File: src/rtl/mips_pipe_ctrl_pkg.sv
// Shared types for the MIPS-subset pipeline control unit.
// Provides the opcode enum, the instruction class enum, the scoreboard
// entry layout and the opcode-to-class mapping.
package mips_pipe_ctrl_pkg;

  localparam int unsigned OPC_W  = 6;  // opcode encoding width
  localparam int unsigned DEST_W = 8;  // scoreboard dest field, fits any legal REG_W

  typedef enum logic [OPC_W-1:0] {
    OP_ADD  = 6'h00,
    OP_ADDI = 6'h01,
    OP_SUB  = 6'h02,
    OP_SUBI = 6'h03,
    OP_MUL  = 6'h04,
    OP_MULI = 6'h05,
    OP_OR   = 6'h06,
    OP_ORI  = 6'h07,
    OP_AND  = 6'h08,
    OP_ANDI = 6'h09,
    OP_XOR  = 6'h0A,
    OP_XORI = 6'h0B,
    OP_LDW  = 6'h0C,
    OP_STW  = 6'h0D,
    OP_BZ   = 6'h0E,
    OP_BEQ  = 6'h0F,
    OP_JR   = 6'h10,
    OP_HALT = 6'h11,
    OP_NOP  = 6'h12
  } operation_t;

  typedef enum logic [2:0] {
    CLS_NONE  = 3'd0,
    CLS_ARITH = 3'd1,
    CLS_LOG   = 3'd2,
    CLS_MEM   = 3'd3,
    CLS_CTRL  = 3'd4
  } op_class_t;

  // One in-flight instruction between E and W.
  typedef struct packed {
    logic              valid;
    logic              wr_en;
    logic [DEST_W-1:0] dest;
    logic              is_load;
    logic              is_halt;  // marks the HALT so retirement can stop the core
    op_class_t         cls;
  } sb_entry_t;

  // Statistics class of an opcode; NOP and unknown opcodes have no class.
  function automatic op_class_t op_class(input operation_t op);
    op_class_t c;
    c = CLS_NONE;
    case (op)
      OP_ADD, OP_ADDI, OP_SUB, OP_SUBI, OP_MUL, OP_MULI: c = CLS_ARITH;
      OP_OR, OP_ORI, OP_AND, OP_ANDI, OP_XOR, OP_XORI:   c = CLS_LOG;
      OP_LDW, OP_STW:                                    c = CLS_MEM;
      OP_BZ, OP_BEQ, OP_JR, OP_HALT:                     c = CLS_CTRL;
      default:                                           c = CLS_NONE;
    endcase
    return c;
  endfunction

endpackage

File: src/rtl/mips_sat_counter.sv
// Saturating statistics counter: counts inc pulses, sticks at all-ones.
// Ports: clk, rst_n (async active-low), inc (count enable), count (value).
module mips_sat_counter #(
  parameter int unsigned CNT_W = 32
) (
  input  logic             clk,
  input  logic             rst_n,
  input  logic             inc,
  output logic [CNT_W-1:0] count
);

  always_ff @(posedge clk or negedge rst_n) begin
    if (!rst_n) begin
      count <= '0;
    end else if (inc && (count != '1)) begin
      count <= count + CNT_W'(1);
    end
  end

endmodule

File: src/rtl/mips_pipe_ctrl.sv
// Pipeline control unit for the MIPS-subset core.
// Tracks in-flight instructions in slots E..W, detects RAW hazards against
// the instruction in D, drives stall/flush, drains on HALT and keeps
// saturating statistics counters.
// Ports: clk, rst_n; D-stage instruction (id_*); ex_redirect from E;
// stall/flush to F and D (combinational); stage_valid, halted and
// cnt_* statistics (registered).
module mips_pipe_ctrl
  import mips_pipe_ctrl_pkg::*;
#(
  parameter int unsigned STAGES  = 5,
  parameter int unsigned REG_W   = 5,
  parameter int unsigned OP_W    = 6,
  parameter int unsigned CNT_W   = 32,
  parameter int unsigned FORWARD = 0
) (
  input  logic              clk,
  input  logic              rst_n,
  input  logic              id_valid,
  input  logic [OP_W-1:0]   id_opcode,
  input  logic [REG_W-1:0]  id_rs,
  input  logic [REG_W-1:0]  id_rt,
  input  logic              id_uses_rt,
  input  logic [REG_W-1:0]  id_rd,
  input  logic              id_wr_en,
  input  logic              ex_redirect,
  output logic              stall,
  output logic              flush,
  output logic [STAGES-3:0] stage_valid,
  output logic              halted,
  output logic [CNT_W-1:0]  cnt_inst,
  output logic [CNT_W-1:0]  cnt_arith,
  output logic [CNT_W-1:0]  cnt_log,
  output logic [CNT_W-1:0]  cnt_mem,
  output logic [CNT_W-1:0]  cnt_ctrl,
  output logic [CNT_W-1:0]  cnt_stalls,
  output logic [CNT_W-1:0]  cnt_hazards,
  output logic [CNT_W-1:0]  cnt_mispredicts
);

  localparam int unsigned NSLOT = STAGES - 2;

  sb_entry_t  slot_q [NSLOT];
  logic       halt_pend_q;
  logic       halted_q;
  logic       hz_prev_q;
  operation_t id_op;
  sb_entry_t  id_entry;
  logic       hazard;
  logic       hold;
  logic       issue;
  logic       hz_stall;
  logic       retire_v;
  logic [7:0] inc;

  assign id_op = operation_t'(OPC_W'(id_opcode));

  // RAW check: without bypass every pending writer except W (write-first
  // register file) blocks; with bypass only a load sitting in E does.
  always_comb begin
    hazard = 1'b0;
    for (int i = 0; i < int'(NSLOT); i++) begin
      if (slot_q[i].valid && slot_q[i].wr_en && (slot_q[i].dest != '0) &&
          ((slot_q[i].dest == DEST_W'(id_rs)) ||
           (id_uses_rt && (slot_q[i].dest == DEST_W'(id_rt))))) begin
        if (FORWARD != 0) begin
          if ((i == 0) && slot_q[i].is_load) hazard = 1'b1;
        end else if (i < int'(NSLOT) - 1) begin
          hazard = 1'b1;
        end
      end
    end
    hazard = hazard & id_valid;
  end

  // Redirect wins over any stall; both forced low while reset is held.
  assign hold     = halt_pend_q | halted_q;
  assign stall    = rst_n & (hazard | hold) & ~ex_redirect;
  assign flush    = rst_n & ex_redirect;
  assign issue    = id_valid & ~stall & ~flush & ~hold;
  assign hz_stall = hazard & ~ex_redirect & ~hold;
  assign retire_v = slot_q[NSLOT-1].valid & ~halted_q;

  // Entry for slot E: the issued instruction or a bubble.
  always_comb begin
    id_entry = '0;
    if (issue) begin
      id_entry.valid   = 1'b1;
      id_entry.wr_en   = id_wr_en;
      id_entry.dest    = DEST_W'(id_rd);
      id_entry.is_load = (id_op == OP_LDW);
      id_entry.is_halt = (id_op == OP_HALT);
      id_entry.cls     = op_class(id_op);
    end
  end

  // Scoreboard shift, HALT drain and hazard-episode flag.
  always_ff @(posedge clk or negedge rst_n) begin
    if (!rst_n) begin
      for (int i = 0; i < int'(NSLOT); i++) slot_q[i] <= '0;
      halt_pend_q <= 1'b0;
      halted_q    <= 1'b0;
      hz_prev_q   <= 1'b0;
    end else begin
      slot_q[0] <= id_entry;
      for (int i = 1; i < int'(NSLOT); i++) slot_q[i] <= slot_q[i-1];
      hz_prev_q <= hz_stall;
      if (slot_q[NSLOT-1].valid && slot_q[NSLOT-1].is_halt) begin
        halted_q    <= 1'b1;
        halt_pend_q <= 1'b0;
      end else if (issue && id_entry.is_halt) begin
        halt_pend_q <= 1'b1;
      end
    end
  end

  always_comb begin
    for (int i = 0; i < int'(NSLOT); i++) stage_valid[i] = slot_q[i].valid;
  end

  assign halted = halted_q;

  // Counter enables; everything freezes once the core has halted.
  always_comb begin
    inc = '0;
    if (!halted_q) begin
      inc[0] = retire_v;
      inc[1] = retire_v && (slot_q[NSLOT-1].cls == CLS_ARITH);
      inc[2] = retire_v && (slot_q[NSLOT-1].cls == CLS_LOG);
      inc[3] = retire_v && (slot_q[NSLOT-1].cls == CLS_MEM);
      inc[4] = retire_v && (slot_q[NSLOT-1].cls == CLS_CTRL);
      inc[5] = hz_stall;
      inc[6] = hz_stall & ~hz_prev_q;
      inc[7] = ex_redirect;
    end
  end

  mips_sat_counter #(.CNT_W(CNT_W)) u_cnt_inst (.clk(clk), .rst_n(rst_n), .inc(inc[0]), .count(cnt_inst));
  mips_sat_counter #(.CNT_W(CNT_W)) u_cnt_arith (.clk(clk), .rst_n(rst_n), .inc(inc[1]), .count(cnt_arith));
  mips_sat_counter #(.CNT_W(CNT_W)) u_cnt_log (.clk(clk), .rst_n(rst_n), .inc(inc[2]), .count(cnt_log));
  mips_sat_counter #(.CNT_W(CNT_W)) u_cnt_mem (.clk(clk), .rst_n(rst_n), .inc(inc[3]), .count(cnt_mem));
  mips_sat_counter #(.CNT_W(CNT_W)) u_cnt_ctrl (.clk(clk), .rst_n(rst_n), .inc(inc[4]), .count(cnt_ctrl));
  mips_sat_counter #(.CNT_W(CNT_W)) u_cnt_stalls (.clk(clk), .rst_n(rst_n), .inc(inc[5]), .count(cnt_stalls));
  mips_sat_counter #(.CNT_W(CNT_W)) u_cnt_hazards (.clk(clk), .rst_n(rst_n), .inc(inc[6]), .count(cnt_hazards));
  mips_sat_counter #(.CNT_W(CNT_W)) u_cnt_mispredicts (.clk(clk), .rst_n(rst_n), .inc(inc[7]), .count(cnt_mispredicts));

endmodule

File: config.mk
export PLATFORM = sky130hd
export DESIGN_NAME = mips_pipe_ctrl
export DESIGN_NICKNAME = d
export VERILOG_FILES = /design/src/rtl/mips_pipe_ctrl_pkg.sv /design/src/rtl/mips_sat_counter.sv /design/src/rtl/mips_pipe_ctrl.sv
export SDC_FILE = /design/constraint.sdc
export NUM_CORES = 1
export LEC_CHECK = 0
export CORE_MARGIN = 2
export CORE_UTILIZATION = 51
export DETAILED_ROUTE_END_ITERATION = 10
export PLACE_DENSITY = 0.84
export SYNTH_ARGS = -nofsm -noshare
export SYNTH_HDL_FRONTEND = slang
export SYNTH_SLANG_ARGS = --single-unit
File: constraint.sdc
create_clock -name clk -period 2.9 [get_ports clk]
set_clock_uncertainty 0.2 [all_clocks]
set_input_delay 0.87 -clock clk [delete_from_list [all_inputs] [get_ports clk]]
set_output_delay 0.87 -clock clk [all_outputs]
set_load 0.005 [all_outputs]
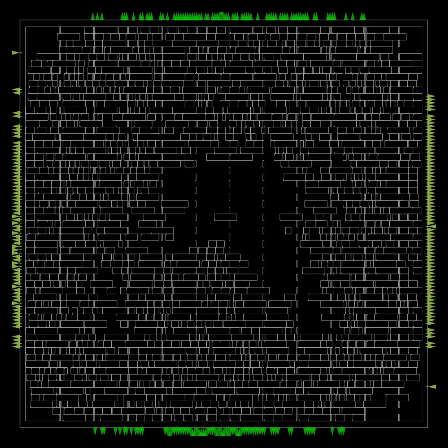
**Above:** cell placement.
count of inserted tapcells: 335
share of the final layout cell area in sequential cells: 39.7%
Core ar.: 25900 sq um
tally of non-filler cells in the final layout: 1947

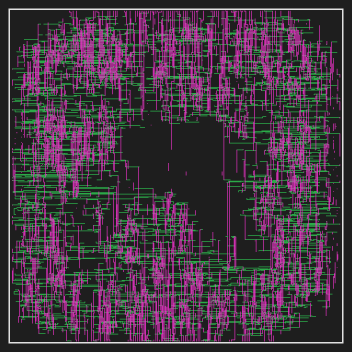
**Above:** signal wires by layer.
Drawn at 2 px/um. Two of the layers only.
| layer | colour | wire length |
|---|---|---|
| M1 | green | 14000 um |
| M2 | magenta | 15700 um |

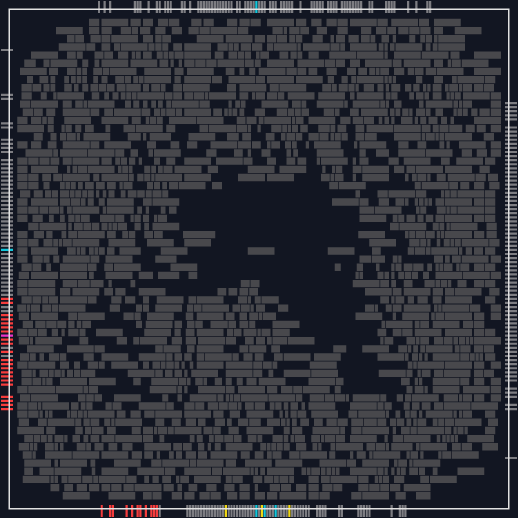
**Above:** ports around the boundary.
Drawn at 3 px/um. Pins as bars across the die edge, other pins in grey.
| port | colour | pins | direction | edge |
|---|---|---|---|---|
| cnt_mispredicts | red | 32 | output | 21 west, 11 south |
| id_rs | cyan | 5 | input | 3 south, 1 west, 1 north |
| stage_valid | yellow | 3 | output | south |
| id_wr_en | magenta | 1 | input | west |
all pins by edge: 74 north, 74 east, 72 south, 69 west

==> results.txt <==
Notes on the physical design

Per the synth log, the flip-flop and latch total comes to 286. The most numerous cell in the Yosys netlist is dfrtp_1. The global routing report lists met3 layer usage as 5.03%.

Endpoints with negative setup slack in the final report add up to 1. The DRC violation total left in the routed layout is recorded as 0. The main area contributors are dfrtp_1, xnor2_1, xor2_1, nand3_1, nand4_1. The power of the sequential group is 4.32 mW. The iteration count recorded for the first detailed-route pass is 5. Non-clock buffers make up 18.3% of the layout cell area. TritonCTS built the clock tree.

The critical path crosses 6 cells after its start point. The final-report hold violation count is 0. The clock network consumes a total of 3.82 mW. The switching fraction of total power is 23.0%. The run finished, with violations left. The checks that failed: setup timing. The timing report attributes the biggest portion of critical-path delay to AND-OR/OR-AND gates.

The summed negative setup slack over all endpoints is -0.311 ns. The layout sequential cell count is 286. The top layer reached by signal wires is met5.

Dividing the synthesized area by the synthesized cell count gives 10.7 sq um. The clock net sink count is 286. In the final layout, the fill cell count is 1875. The register area is 7160 sq um. The multi-input combinational cell count is 905. The final timing report gives a worst setup slack of -0.311 ns.

The source of the worst register-to-register timing path is halted.
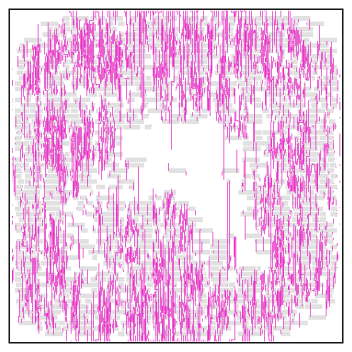
**Above:** signal wires on met2.
Drawn at 2 px/um. Cells faint in the background.
wire length on this layer: 15700 um
share of all routed wire: 47%
longest straight run: 73.9 um
main direction: vertical

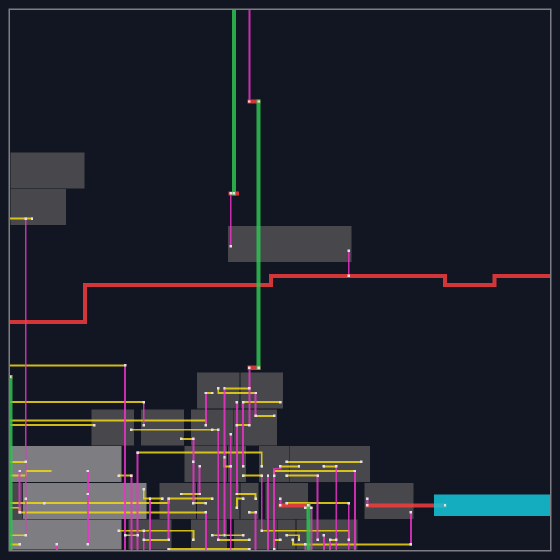
**Above:** a small window of the routed layout.
Region (63, 63) to (103, 103) um. Cells in grey, sequential cells in the stronger grey; small squares are vias.
| layer | colour |
|---|---|
| M2 | magenta |
| M3 | red |
| M4 | green |
| M1 | yellow |
| M5 | cyan |
cells with their middle in the window: 25
sequential cells in the window: 3
most frequent: xnor2_1 (8)
netlist names of flops here include: slot_q (3)

No activity file was given, so power comes from the tool's default toggle rates.
